--- src/rtl/cam_cfg_pkg.sv ---
// -----------------------------------------------------------------------------
// cam_cfg_pkg
// Shared definitions for the camera register-configuration sequencer:
//   - cfg_state_t   : sequencer FSM state encoding
//   - END_DATA      : data byte of the end-of-table marker
//   - DELAY_DATA    : data byte of the delay marker
//   - reg_all_ones(): all-ones register field for 8-bit or 16-bit addressing
// -----------------------------------------------------------------------------
package cam_cfg_pkg;

  typedef enum logic [3:0] {
    ST_IDLE     = 4'd0,
    ST_FETCH    = 4'd1,
    ST_DECODE   = 4'd2,
    ST_ISSUE    = 4'd3,
    ST_WAIT_ACK = 4'd4,
    ST_DELAY    = 4'd5,
    ST_NEXT     = 4'd6,
    ST_FINISH   = 4'd7,
    ST_ABORT    = 4'd8
  } cfg_state_t;

  localparam logic [7:0] END_DATA   = 8'hFF;
  localparam logic [7:0] DELAY_DATA = 8'hF0;

  // Marker register field: 0xFF for 8-bit addressing, 0xFFFF for 16-bit.
  // Returned zero-extended to 16 bits; callers truncate to their own width.
  function automatic logic [15:0] reg_all_ones(input logic addr16);
    logic [15:0] ones_s;
    if (addr16) begin
      ones_s = 16'hFFFF;
    end else begin
      ones_s = 16'h00FF;
    end
    return ones_s;
  endfunction

endpackage

--- src/rtl/cam_cfg_delay_timer.sv ---
// -----------------------------------------------------------------------------
// cam_cfg_delay_timer
// Loadable down-counter used to time in-ROM delay markers.
// Ports:
//   clk      : clock
//   rst      : asynchronous active-high reset (counter cleared)
//   load     : load the counter with load_val (has priority over dec)
//   load_val : value loaded on load
//   dec      : decrement by one; saturates at zero
//   zero     : counter currently holds zero
// -----------------------------------------------------------------------------
module cam_cfg_delay_timer #(
  parameter  int DELAY_CYCLES = 500000,
  localparam int CW           = (DELAY_CYCLES > 1) ? $clog2(DELAY_CYCLES) : 1
) (
  input  logic          clk,
  input  logic          rst,
  input  logic          load,
  input  logic [CW-1:0] load_val,
  input  logic          dec,
  output logic          zero
);

  logic [CW-1:0] count_r;

  // Down-counter: load wins, decrement stops at zero.
  always_ff @(posedge clk or posedge rst) begin
    if (rst) begin
      count_r <= {CW{1'b0}};
    end else if (load) begin
      count_r <= load_val;
    end else if (dec && (count_r != {CW{1'b0}})) begin
      count_r <= count_r - {{(CW-1){1'b0}}, 1'b1};
    end else begin
      count_r <= count_r;
    end
  end

  assign zero = (count_r == {CW{1'b0}});

endmodule

--- src/rtl/cam_config_sequencer.sv ---
// -----------------------------------------------------------------------------
// cam_config_sequencer
// Walks the camera configuration ROM from address 0, issuing one SCCB register
// write per entry, honouring delay and end markers, and reporting completion.
// Ports:
//   clk, rst          : clock, asynchronous active-high reset
//   start             : one-cycle pulse, begins a pass (ignored while busy)
//   rom_addr          : registered ROM address
//   rom_data          : ROM word {reg_addr, reg_data[7:0]}, sync ROM
//   sccb_start        : one-cycle write request to the SCCB master
//   sccb_ready        : SCCB master idle
//   sccb_nack         : write failed, valid when ready returns
//   sccb_reg_addr     : register address of the current write
//   sccb_data         : register data of the current write
//   busy, done, error : pass in progress / last pass ok / last pass NACKed
// -----------------------------------------------------------------------------
module cam_config_sequencer
  import cam_cfg_pkg::*;
#(
  parameter  int I2C_ADDR_16  = 0,
  parameter  int DELAY_CYCLES = 500000,
  parameter  int LAST_ADDR    = 1023,
  localparam int RAW          = 8 + 8 * I2C_ADDR_16,
  localparam int RDW          = 16 + 8 * I2C_ADDR_16
) (
  input  logic           clk,
  input  logic           rst,
  input  logic           start,
  output logic [9:0]     rom_addr,
  input  logic [RDW-1:0] rom_data,
  output logic           sccb_start,
  input  logic           sccb_ready,
  input  logic           sccb_nack,
  output logic [RAW-1:0] sccb_reg_addr,
  output logic [7:0]     sccb_data,
  output logic           busy,
  output logic           done,
  output logic           error
);

  localparam int             DW       = (DELAY_CYCLES > 1) ? $clog2(DELAY_CYCLES) : 1;
  localparam logic [DW-1:0]  DLOAD    = DW'(DELAY_CYCLES - 1);
  localparam logic [9:0]     LAST     = 10'(LAST_ADDR);
  localparam logic [RAW-1:0] REG_ONES = RAW'(reg_all_ones(I2C_ADDR_16 != 0));

  cfg_state_t     state_r;
  logic [9:0]     rom_addr_r;
  logic           sccb_start_r;
  logic [RAW-1:0] reg_addr_r;
  logic [7:0]     data_r;
  logic           busy_r;
  logic           done_r;
  logic           error_r;
  // High during the first WAIT_ACK cycle, while the master is still dropping ready.
  logic           ack_skip_r;

  logic [RAW-1:0] ent_reg_s;
  logic [7:0]     ent_data_s;
  logic           is_end_s;
  logic           is_delay_s;
  logic           timer_load_s;
  logic           timer_dec_s;
  logic           timer_zero_s;

  assign ent_reg_s  = rom_data[RDW-1:8];
  assign ent_data_s = rom_data[7:0];
  assign is_end_s   = (ent_reg_s == REG_ONES) && (ent_data_s == END_DATA);
  assign is_delay_s = (ent_reg_s == REG_ONES) && (ent_data_s == DELAY_DATA);

  // Counter is loaded with DELAY_CYCLES-1 so DELAY lasts exactly DELAY_CYCLES cycles.
  assign timer_load_s = (state_r == ST_DECODE) && is_delay_s;
  assign timer_dec_s  = (state_r == ST_DELAY);

  cam_cfg_delay_timer #(
    .DELAY_CYCLES (DELAY_CYCLES)
  ) u_delay_timer (
    .clk      (clk),
    .rst      (rst),
    .load     (timer_load_s),
    .load_val (DLOAD),
    .dec      (timer_dec_s),
    .zero     (timer_zero_s)
  );

  // Sequencer FSM with address counter and all registered outputs.
  always_ff @(posedge clk or posedge rst) begin
    if (rst) begin
      state_r      <= ST_IDLE;
      rom_addr_r   <= 10'd0;
      sccb_start_r <= 1'b0;
      reg_addr_r   <= {RAW{1'b0}};
      data_r       <= 8'h00;
      busy_r       <= 1'b0;
      done_r       <= 1'b0;
      error_r      <= 1'b0;
      ack_skip_r   <= 1'b0;
    end else begin
      sccb_start_r <= 1'b0;
      case (state_r)
        ST_IDLE: begin
          if (start) begin
            done_r     <= 1'b0;
            error_r    <= 1'b0;
            busy_r     <= 1'b1;
            rom_addr_r <= 10'd0;
            state_r    <= ST_FETCH;
          end
        end
        ST_FETCH: begin
          state_r <= ST_DECODE;
        end
        ST_DECODE: begin
          if (is_end_s) begin
            state_r <= ST_FINISH;
          end else if (is_delay_s) begin
            state_r <= ST_DELAY;
          end else begin
            reg_addr_r <= ent_reg_s;
            data_r     <= ent_data_s;
            state_r    <= ST_ISSUE;
          end
        end
        ST_ISSUE: begin
          if (sccb_ready) begin
            sccb_start_r <= 1'b1;
            ack_skip_r   <= 1'b1;
            state_r      <= ST_WAIT_ACK;
          end
        end
        ST_WAIT_ACK: begin
          if (ack_skip_r) begin
            ack_skip_r <= 1'b0;
          end else if (sccb_ready) begin
            state_r <= sccb_nack ? ST_ABORT : ST_NEXT;
          end
        end
        ST_DELAY: begin
          if (timer_zero_s) begin
            state_r <= ST_NEXT;
          end
        end
        ST_NEXT: begin
          // No wrap: reaching LAST_ADDR ends the pass even without an end marker.
          if (rom_addr_r == LAST) begin
            state_r <= ST_FINISH;
          end else begin
            rom_addr_r <= rom_addr_r + 10'd1;
            state_r    <= ST_FETCH;
          end
        end
        ST_FINISH: begin
          busy_r  <= 1'b0;
          done_r  <= 1'b1;
          state_r <= ST_IDLE;
        end
        ST_ABORT: begin
          // rom_addr stays on the failing entry for diagnosis.
          busy_r  <= 1'b0;
          error_r <= 1'b1;
          state_r <= ST_IDLE;
        end
        default: begin
          busy_r  <= 1'b0;
          state_r <= ST_IDLE;
        end
      endcase
    end
  end

  assign rom_addr      = rom_addr_r;
  assign sccb_start    = sccb_start_r;
  assign sccb_reg_addr = reg_addr_r;
  assign sccb_data     = data_r;
  assign busy          = busy_r;
  assign done          = done_r;
  assign error         = error_r;

endmodule

--- config.mk ---
export PLATFORM = sky130hd
export DESIGN_NAME = cam_config_sequencer
export DESIGN_NICKNAME = d
export VERILOG_FILES = /design/src/rtl/cam_cfg_pkg.sv /design/src/rtl/cam_cfg_delay_timer.sv /design/src/rtl/cam_config_sequencer.sv
export SDC_FILE = /design/constraint.sdc
export NUM_CORES = 1
export LEC_CHECK = 0
export ABC_CLOCK_PERIOD_IN_PS = 5000
export CAP_MARGIN = 20
export CELL_PAD_IN_SITES_DETAIL_PLACEMENT = 1
export CELL_PAD_IN_SITES_GLOBAL_PLACEMENT = 1
export CORE_MARGIN = 2
export CORE_UTILIZATION = 43
export CTS_CLUSTER_DIAMETER = 100
export DETAILED_ROUTE_END_ITERATION = 10
export GPL_TIMING_DRIVEN = 1
export HOLD_SLACK_MARGIN = 0.05
export PLACE_DENSITY = 0.91
export SYNTH_ARGS = -nofsm -noshare
export SYNTH_HDL_FRONTEND = slang
export SYNTH_HIERARCHICAL = 1
export SYNTH_SLANG_ARGS = --single-unit
--- constraint.sdc ---
create_clock -name clk -period 5 [get_ports clk]
set_input_delay 1.5 -clock clk [delete_from_list [all_inputs] [get_ports clk]]
set_output_delay 1.5 -clock clk [all_outputs]
set_load 0.05 [all_outputs]
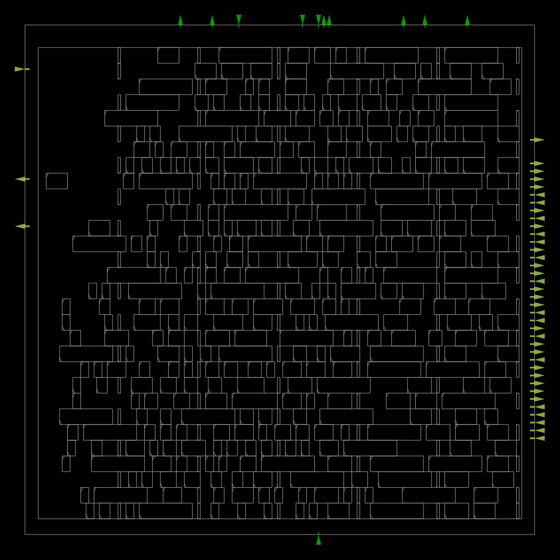
Fig. 1. Cell placement (run 1).
row cnt: 30
core area: 6830 um^2
Layout Cells excl Fill: 470
total of fill cells in the finished design: 813
FF+latch count: 54

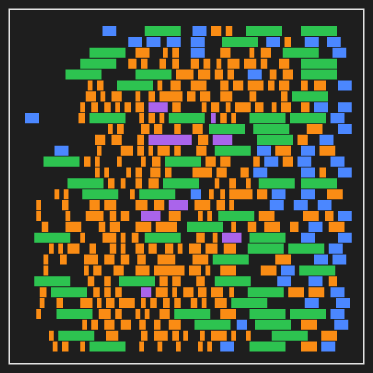
Fig. 2. Placed cells, one color a class (run 1).
Drawn at 4 px/um.
[clock drivers and dummy loads] purple | cells: 8 | share of their area: 3.0%
[registers] green | cells: 54 | share of their area: 37%
[remaining logic cells] orange | cells: 260 | share of their area: 46%
[remaining buffers and delay cells] blue | cells: 52 | share of their area: 14%
final core utilization: 55.4%
fraction of area in registers: 35.7%
post-route cell area: 3780 um^2

==> flow_summary.json, run 1 <==
{
  "outcome": "completed",
  "fp.dieW_um": 88.2,
  "warnings": 26,
  "cp-start-kind": "primary input",
  "fin_hold_ws_ns": 0.495,
  "worst-path-stages": 9,
  "n_antenna_cell": 0,
  "power_density_nw_per_um2": 489,
  "r2r_slack_ns": 1.95,
  "max-vdd-ir-drop_mv": 0.162,
  "yosys_cells": 312,
  "crit_buf_inv": 3,
  "cts_resized": 0,
  "post-place-ws_ns": 0.966,
  "synth_top_cell_by_count": "dfrtp_1",
  "max_slew_margin_pct": 38.3,
  "combGateArea_um2": 1650,
  "finalClockSkew_ns": 0.00499,
  "chip_area_um2": 7780,
  "synth-area-yosys_um2": 3050,
  "synth_area_um2": 3050,
  "p_comb_share_pct": 47.3,
  "crit_chain": "clkdlybuf4s50_1, nand4_1, nor3_1, nand2_1, nor2_1, buf_4, clkinv_1, o311ai_0, o311ai_1",
  "setup_viol": 0,
  "hold_class": "reg -> reg",
  "dr.pass1.iters": 4,
  "post_cts_buffers": 0,
  "insertion_delay_ns": 0.31,
  "place_area_um2": 3670,
  "vias_per_cell": 5.61,
  "grt_max_degree": 36,
  "lay_top_cells": "dfrtp_1 (54), clkdlybuf4s50_1 (50), nand2_1 (31)",
  "cp_top_family": "buffers and inverters",
  "p_seq_w": 0.000680,
  "drive_gt1_share_pct": 6.95,
  "dp_hpwl_um": 5960,
  "grt_pass1_wl_um": 13500,
  "rsz0062_at_grt": "false",
  "critPathKind": "in -> reg",
  "yosys-top-cells-count": "dfrtp_1 (54), nand2_1 (31), a21oi_1 (18), mux2_1 (16), o21ai_0 (15)",
  "ctsLongestPathBuffers": 2,
  "h-tree-depth": 2,
  "drtAntennaViolNets": 0,
  "holdBufCountCts": 0,
  "ios": 51,
  "antenna_found_initial": 0,
  "clk_pin_slew_ns": 0.09,
  "fin_nets": 396,
  "overflow": 0,
  "hold_viol_final": 0,
  "fin_crit_sh_pct": 73.4,
  "wl_per_cell_um": 17.3,
  "end_kind": "register",
  "maxPowerGroup": "combinational logic",
  "reg2reg_depth": 7,
  "yosys_warnings": 6,
  "reg2reg_to": "u_delay_timer/count_r[6]",
  "synth-async-reset-ratio_pct": 100,
  "cts_tree": "done",
  "tightest_slew_ns": 0.919,
  "gp_congestion": 0.844,
  "cap_violations": 0,
  "required_ns": 5.17,
  "switchingPower_w": 0.000825,
  "drc": 0,
  "p_int_w": 0.00102,
  "grt_use_total_pct": 22.2,
  "die_height_um": 88.2,
  "tns_ns": 0,
  "numCtsBuffers": 5,
  "area_leaders": "dfrtp_1 (44%), mux2_1 (5.9%), nand2_1 (3.8%), a21oi_1 (3.0%), o21ai_0 (2.5%)",
  "power.total_w": 0.00185,
  "worstPathMaxFanout": 27,
  "yosysUniqueCellTypes": 62,
  "synth.avg_cell_area_um2": 9.78,
  "dr.first_iter.drc_count": 120,
  "grt_pass1_vias": 2728,
  "r2r-start": "state_r[0]",
  "top_cell_area_share_pct": 44.3,
  "yosys.area.top_type": "dfrtp_1",
  "period_needed_ns": 3.67
}
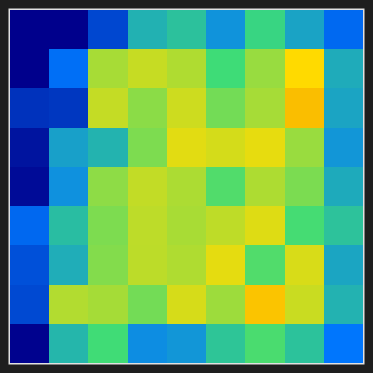
Fig. 3. Local utilization (run 1).
Drawn at 4 px/um. The die is cut into 9 by 9 equal tiles; dark blue is low, red is high, 0 to 100% covered.
fullest tile: 78%
densest ninth of the die: middle
nearly empty tiles: 4.9%
tiles over 75% full: 3.7%
fp_density: 44.7%

run 1: worst register-to-register path: stages, from the launching register on:
cell and delay, ns:
dfrtp_1 0.67, nand2_1 0.19, nor3_1 0.66, nand3b_1 0.36
or4_1 0.47, a21oi_1 0.21, xor2_1 0.10, mux2_2 0.27
run 1: sequential cells by signal, summed over array words and instances (netlist names):
name / flops
ack_skip_r: 1
busy: 1
done: 1
error: 1
rom_addr: 10
sccb_data: 8
sccb_reg_addr: 8
sccb_start: 1
state_r: 4
u_delay_timer/count_r: 19
run 1: worst min path at each step:
stage / start / end / slack (ns) / depth (start not counted)
after global placement: sccb_data[3] / sccb_data[3] / 0.47 / 1
after floorplan: ack_skip_r / ack_skip_r / 0.48 / 2
after detailed placement: sccb_data[3] / sccb_data[3] / 0.48 / 1
after global routing: sccb_data[5] / sccb_data[5] / 0.53 / 1
after CTS: sccb_data[3] / sccb_data[3] / 0.50 / 1
final: sccb_data[6] / sccb_data[6] / 0.49 / 1
run 1: kinds of logic after synthesis:
group / count (synthesis) / synth area share, %
multiplexers: 23 / 8.45
other: 2 / 0.246
flip-flops: 54 / 44.3
AND/OR/NAND/NOR: 120 / 23.7
XOR/XNOR: 12 / 3.45
buffers and inverters: 26 / 3.86
AND-OR/OR-AND: 73 / 15.2
adder cells (fa/ha/maj): 2 / 0.820
run 1: cell type report:
class | instances | share of cell area [%]
inverter | 11 | 1.09
clock inverter | 2 | 0.992
tap | 96 | 3.17
timing repair buffer | 52 | 13.6
multi-input combinational | 249 | 43.5
clock buffer | 6 | 1.92
sequential | 54 | 35.7
run 1: routing by layer:
layer | GRT usage, % | wire, um | part of all wire [%]
met5 | 0 | 0 | 0
met4 | 5.23 | 57 | 0.70
met3 | 3.82 | 447 | 5.5
met2 | 37.8 | 3970 | 49
met1 | 29.7 | 3650 | 45
Fig. 4: run 1, the metal 1 layer
Drawn at 6 px/um. Supply wires on this layer in gray. Cells faint in the background.
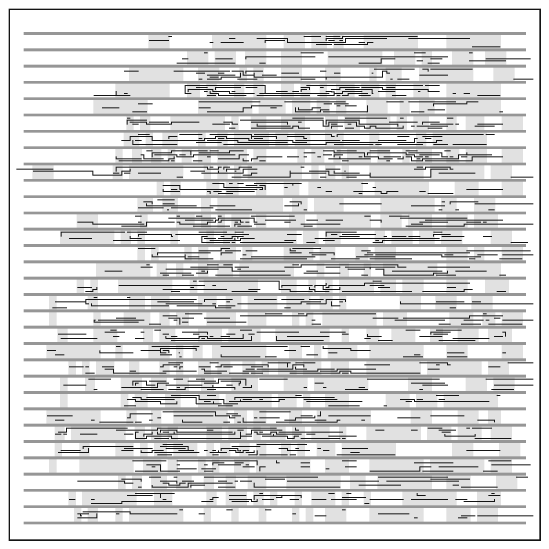

==> run 1 -> run 2 <==
ABC_CLOCK_PERIOD_IN_PS = 3700   (was 5000)
CORE_UTILIZATION = 41   (was 43)
PLACE_DENSITY = 0.88   (was 0.91)
clock period = 3.7 ns   (was 5 ns; I/O delays follow)
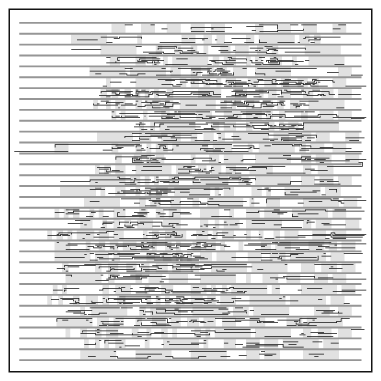
Fig. 5. The metal 1 layer (run 2).
Drawn at 4 px/um. Supply wires on this layer in gray. Cells faint in the background.
longest straight run: 33.1 um
nets with wire on the layer: 361
wire length on this layer: 3720 um
final WL: 8260 um
Vias: 2655

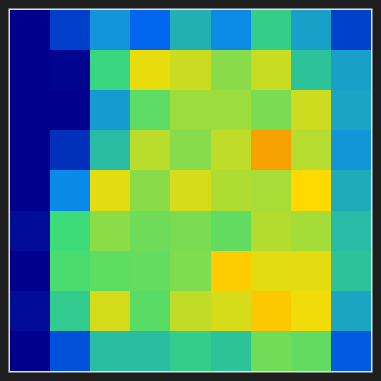
Fig. 6. Local utilization (run 2).
Drawn at 4 px/um. The die is cut into 9 by 9 equal tiles; dark blue is low, red is high, 0 to 100% covered.
tiles over 75% full: 4.9%
nearly empty tiles: 11%
emptiest ninth of the die: top left

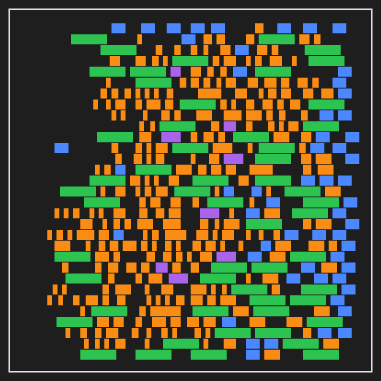
Fig. 7. Placed cells, one color a class (run 2).
Drawn at 4 px/um.
[clock drivers and dummy loads] purple | cells: 8 | share of their area: 2.6%
[remaining logic cells] orange | cells: 260 | share of their area: 46%
[registers] green | cells: 54 | share of their area: 37%
[remaining buffers and delay cells] blue | cells: 55 | share of their area: 15%
post-route cell area: 3790 um^2
core area: 7210 um^2
row cnt: 31

==> run 2 against run 1 <==
Net effect: clock-buffer cell count decreased by 1; area after synthesis unchanged; sequential share of layout area decreased by 0.094 points; combinational power is 36% higher; synthesized cell count did not move; critical path type unchanged; clock skew rose by 0.0028 ns; sequential power increased by 36%; global-route usage is 0.92 points lower; utilization fell by 2.8 points; hold slack lost 0.0014 ns; cell count up 1.3%.
==> flow_summary.json, run 2 <==
{
  "max-vdd-ir-drop_mv": 0.187,
  "drive_gt1_share_pct": 7.96,
  "fp_util_pct": 42.3,
  "chip_area_um2": 8150,
  "overflow": 0,
  "ctsLongestPathBuffers": 2,
  "largest-register": "u_delay_timer/count_r",
  "synth_area_um2": 3050,
  "yosys-top-cells-count": "dfrtp_1 (54), nand2_1 (31), a21oi_1 (18), mux2_1 (16), o21ai_0 (15)",
  "fp.dieW_um": 90.3,
  "max_slew_margin_pct": 40.4,
  "tightest_slew_ns": 0.888,
  "pwr-share-seq_pct": 37.5,
  "hold_viol_final": 0,
  "grt_pass1_wl_um": 14300,
  "r2r_slack_ns": 1.09,
  "fin_util_pct": 52.6,
  "synth_top_cell_by_count": "dfrtp_1",
  "synth.avg_cell_area_um2": 9.78,
  "crit_chain": "clkdlybuf4s50_1, nor4_1, nand2_1, nor2_1, clkinv_1, mux2_2",
  "h-tree-depth": 2,
  "vias_per_cell": 5.58,
  "setup_viol": 0,
  "yosys_warnings": 6,
  "yosysUniqueCellTypes": 62,
  "r2r-start": "state_r[0]",
  "power_density_nw_per_um2": 649,
  "post_cts_buffers": 0,
  "die_height_um": 90.3,
  "dr.pass1.iters": 4,
  "tns_ns": 0,
  "grt_use_total_pct": 21.3,
  "end_kind": "register",
  "p_comb_share_pct": 48.3,
  "clk_pin_slew_ns": 0.11,
  "cts_tree": "done",
  "n_antenna_cell": 0,
  "yosys_cells": 312,
  "grt_pass1_vias": 2840,
  "synth-async-reset-ratio_pct": 100,
  "dp_hpwl_um": 6070,
  "holdBufCountCts": 0,
  "cap_violations": 0,
  "rsz0062_at_grt": "false",
  "antenna_found_initial": 0,
  "grt_max_degree": 27,
  "gp_congestion": 0.825,
  "fin_hold_ws_ns": 0.493,
  "hold_start": "sccb_data[5]",
  "reg2reg_to": "u_delay_timer/count_r[9]",
  "hold_class": "reg -> reg",
  "cts_resized": 0,
  "synth-area-yosys_um2": 3050,
  "cp-start-kind": "primary input",
  "whs_path_depth": 1,
  "top_cell_area_share_pct": 44.3,
  "drc": 0,
  "p_int_w": 0.00132,
  "outcome": "completed",
  "required_ns": 3.91,
  "fin_nets": 399,
  "area_leaders": "dfrtp_1 (44%), mux2_1 (5.9%), nand2_1 (3.8%), a21oi_1 (3.0%), o21ai_0 (2.5%)",
  "dr.first_iter.drc_count": 90,
  "wl_per_cell_um": 17.4,
  "insertion_delay_ns": 0.31,
  "reg2reg_depth": 8,
  "finalClockSkew_ns": 0.00778,
  "p_seq_w": 0.000923,
  "lay_top_cells": "dfrtp_1 (54), clkdlybuf4s50_1 (50), nand2_1 (31)"
}
-- run 2: worst max-delay path: cells and delay by family --
kind / cells / cell delay, ns
muxes: 1 / 0.35
buffers and inverters: 2 / 0.75
and+or+nand+nor: 3 / 0.78
-- run 2: per-layer routing --
metal	part of all wire, %	wire length [um]	track usage, %
met5	0	0	0
met4	0.77	64	5.00
met3	3.2	268	3.34
met2	51	4210	37.5
met1	45	3720	27.5
-- run 2: final cells by class --
type	instances	area (um^2)
sequential	54	1350
fill	867	3420
clock buffer	5	68.8
multi-input combinational	249	1650
inverter	11	41.3
tap	99	124
clock inverter	3	25.0
timing repair buffer	55	538
-- run 2: worst max-delay path by stage --
stage / end / cells past startpoint
after floorplan: u_delay_timer/count_r[10] / 7
after global placement: u_delay_timer/count_r[6] / 8
after detailed placement: u_delay_timer/count_r[13] / 7
after CTS: u_delay_timer/count_r[13] / 7
after global routing: u_delay_timer/count_r[13] / 7
final: u_delay_timer/count_r[14] / 6
-- run 2: kinds of logic after synthesis --
group,Yosys count,share of synthesized area (%)
mux,23,8.45
compound gates,73,15.2
flops,54,44.3
buf+inv,26,3.86
xor+xnor,12,3.45
simple gates,120,23.7
other cells,2,0.246
fa+ha+maj,2,0.820
-- run 2: metrics by stage --
step                      instances  area, um^2  setup WS (ns)
after global routing            476        3790          0.694
after CTS                       476        3790          0.880
final                           476        3790          0.902
after global placement          468        3700          0.714
after detailed placement        468        3700          0.561
after floorplan                 329        3110          0.978
Fig. 8: run 2, port wiring
Drawn at 3 px/um.
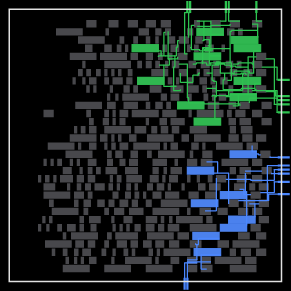

==> run 2 -> run 3 <==
ABC_CLOCK_PERIOD_IN_PS = 2870   (was 3700)
clock period = 2.87 ns   (was 3.7 ns; I/O delays follow)
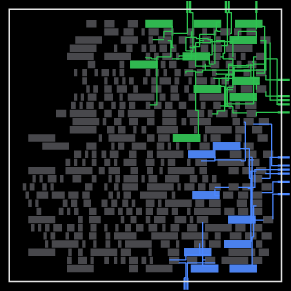
Fig. 9. Port wiring (run 3).
Drawn at 3 px/um.
[`rom_addr`] green | bits: 10 | direction: output | end cells: 10 | buffers: 10 | wire: 533 um
[`sccb_reg_addr`] blue | bits: 8 | direction: output | end cells: 8 | buffers: 8 | wire: 270 um
IO Port Bufs: 50
num ports: 51

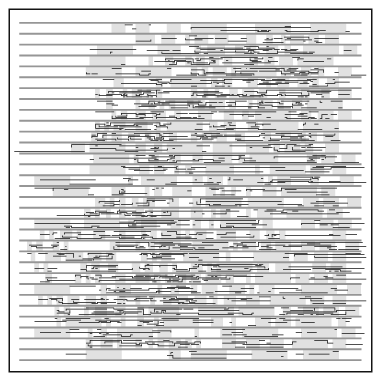
Fig. 10. The metal 1 layer (run 3).
Drawn at 4 px/um. Supply wires on this layer in gray. Cells faint in the background.
nets with wire on the layer: 371
main direction: horizontal
wire length on this layer: 3920 um
longest straight run: 35.0 um

==> run 3 against run 2 <==
Net effect: clock power is 27% higher; clock skew increased by 0.0036 ns; first-iteration DRC count increased by 12%; largest power group unchanged; utilization increased by 1.1 points; highest routed layer unchanged.
==> flow_summary.json, run 3 <==
{
  "ys_top_logic_family": "simple AND/OR/NAND/NOR gates",
  "num_rows": 31,
  "grt_use_total_pct": 22.7,
  "fin_hold_ws_ns": 0.503,
  "outcome": "completed",
  "crit_buf_inv": 2,
  "wl_per_cell_um": 18.0,
  "drive_gt1_share_pct": 9.87,
  "power_density_nw_per_um2": 841,
  "worst-path-stages": 8,
  "h-tree-depth": 2,
  "dr.pass1.iters": 4,
  "lay_top_cells": "dfrtp_1 (54), clkdlybuf4s50_1 (50), nand2_1 (31)",
  "dp_hpwl_um": 6380,
  "power.total_w": 0.00326,
  "setup_viol": 0,
  "max-vdd-ir-drop_mv": 0.293,
  "holdBufCountCts": 0,
  "period_needed_ns": 2.56,
  "insertion_delay_ns": 0.32,
  "r2r-start": "u_delay_timer/count_r[3]",
  "grt_max_degree": 27,
  "required_ns": 3.05,
  "chip_area_um2": 8150,
  "reg2reg_to": "state_r[2]",
  "overflow": 0,
  "fin_nets": 407,
  "ys_sh_aoi_pct": 15.2,
  "synth-async-reset-ratio_pct": 100,
  "cp-start-kind": "primary input",
  "synth-xor-area-share_pct": 3.45,
  "synth-area-yosys_um2": 3050,
  "vias": 2678,
  "synth_area_um2": 3050,
  "ctsLongestPathBuffers": 2,
  "worstPathMaxFanout": 8,
  "critPathKind": "in -> reg",
  "r2r_slack_ns": 0.41,
  "dp_cells": 476,
  "largest-register": "u_delay_timer/count_r",
  "top_cell_area_share_pct": 44.3,
  "hold_viol_final": 0,
  "whs_path_depth": 1,
  "cts_tree": "done",
  "synth.area.mux_share_pct": 8.45,
  "synth_top_cell_by_count": "dfrtp_1",
  "core_area_um2": 7210,
  "drtAntennaViolNets": 0,
  "place_area_um2": 3780,
  "reg2reg_depth": 7,
  "clk_pin_slew_ns": 0.10,
  "fp_util_pct": 42.3,
  "postLayoutCellArea_um2": 3870,
  "numCtsBuffers": 5,
  "largest_reg_flops": 19,
  "yosys_warnings": 6,
  "nFillCells": 852,
  "grt_pass1_wl_um": 14900,
  "yosys_cells": 312,
  "n_antenna_cell": 0,
  "area_leaders": "dfrtp_1 (44%), mux2_1 (5.9%), nand2_1 (3.8%), a21oi_1 (3.0%), o21ai_0 (2.5%)",
  "end_kind": "register",
  "setup_ws_ns": 0.310,
  "fa_ha_area_share_pct": 0.820,
  "die_height_um": 90.3,
  "antenna_found_initial": 0,
  "warnings": 26,
  "ys_sh_simple_pct": 23.7,
  "hold_class": "reg -> reg",
  "synth.avg_cell_area_um2": 9.78,
  "fin_crit_sh_pct": 89.2,
  "post_cts_buffers": 0,
  "cp_top_family": "buffers and inverters",
  "max_slew_margin_pct": 48.0,
  "instances_no_fill": 484,
  "rsz0062_at_grt": "false"
}
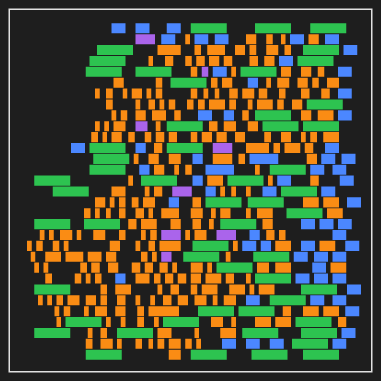
Fig. 11. Placed cells, one color a class (run 3).
Drawn at 4 px/um.
[remaining buffers and delay cells] blue | cells: 63 | share of their area: 17%
[remaining logic cells] orange | cells: 260 | share of their area: 45%
[clock drivers and dummy loads] purple | cells: 8 | share of their area: 2.4%
[registers] green | cells: 54 | share of their area: 36%
final core utilization: 53.7%
fraction of area in registers: 34.9%

run 3: layout make-up:
cell class,instances,area [um^2],share of cell area (%)
Clock buffer,5,68.8,1.78
Clock inverter,3,21.3,0.549
Inverter,11,41.3,1.07
Multi-Input combinational cell,249,1650,42.5
Sequential cell,54,1350,34.9
Tap cell,99,124,3.20
Timing Repair Buffer,63,623,16.1
run 3: worst reg2reg max path, stage by stage (launching register included):
cell,delay (ns)
dfrtp_1,0.45
nor4_1,0.50
and3_1,0.44
and2_1,0.21
nand2_1,0.09
a31oi_1,0.27
o21bai_1,0.12
o31ai_1,0.26
run 3: power breakdown:
part | switching (W) | internal, W | total, W
clock | 0.000270 | 0.000172 | 0.000442
sequential | 0.000136 | 0.000967 | 0.00110
combinational | 0.00108 | 0.000631 | 0.00172
total | 0.00149 | 0.00177 | 0.00326
run 3: logic make-up after synthesis:
group,count (synthesis)
AOI/OAI and AO/OA,73
other,2
buffers and inverters,26
DFF,54
adders and majority gates,2
muxes,23
and+or+nand+nor,120
xor gates and xnor gates,12
run 3: per-layer routing:
layer	up-vias	GRT usage [%]	share of wire, %
met4	0	6.03	1.3
met1	1333	30.0	45
li1	1280	-	-
met3	10	3.92	3.3
met2	55	38.6	50
met5	-	0	0
run 3: how the worst min path moves through the flow:
| stage | start | to |
|---|---|---|
| after floorplan | ack_skip_r | ack_skip_r |
| after global placement | sccb_reg_addr[2] | sccb_reg_addr[2] |
| after detailed placement | sccb_reg_addr[7] | sccb_reg_addr[7] |
| after CTS | sccb_reg_addr[7] | sccb_reg_addr[7] |
| after global routing | sccb_reg_addr[7] | sccb_reg_addr[7] |
| final | sccb_reg_addr[7] | sccb_reg_addr[7] |
Power figures rest on the tool's default switching activity, not on a simulated workload.
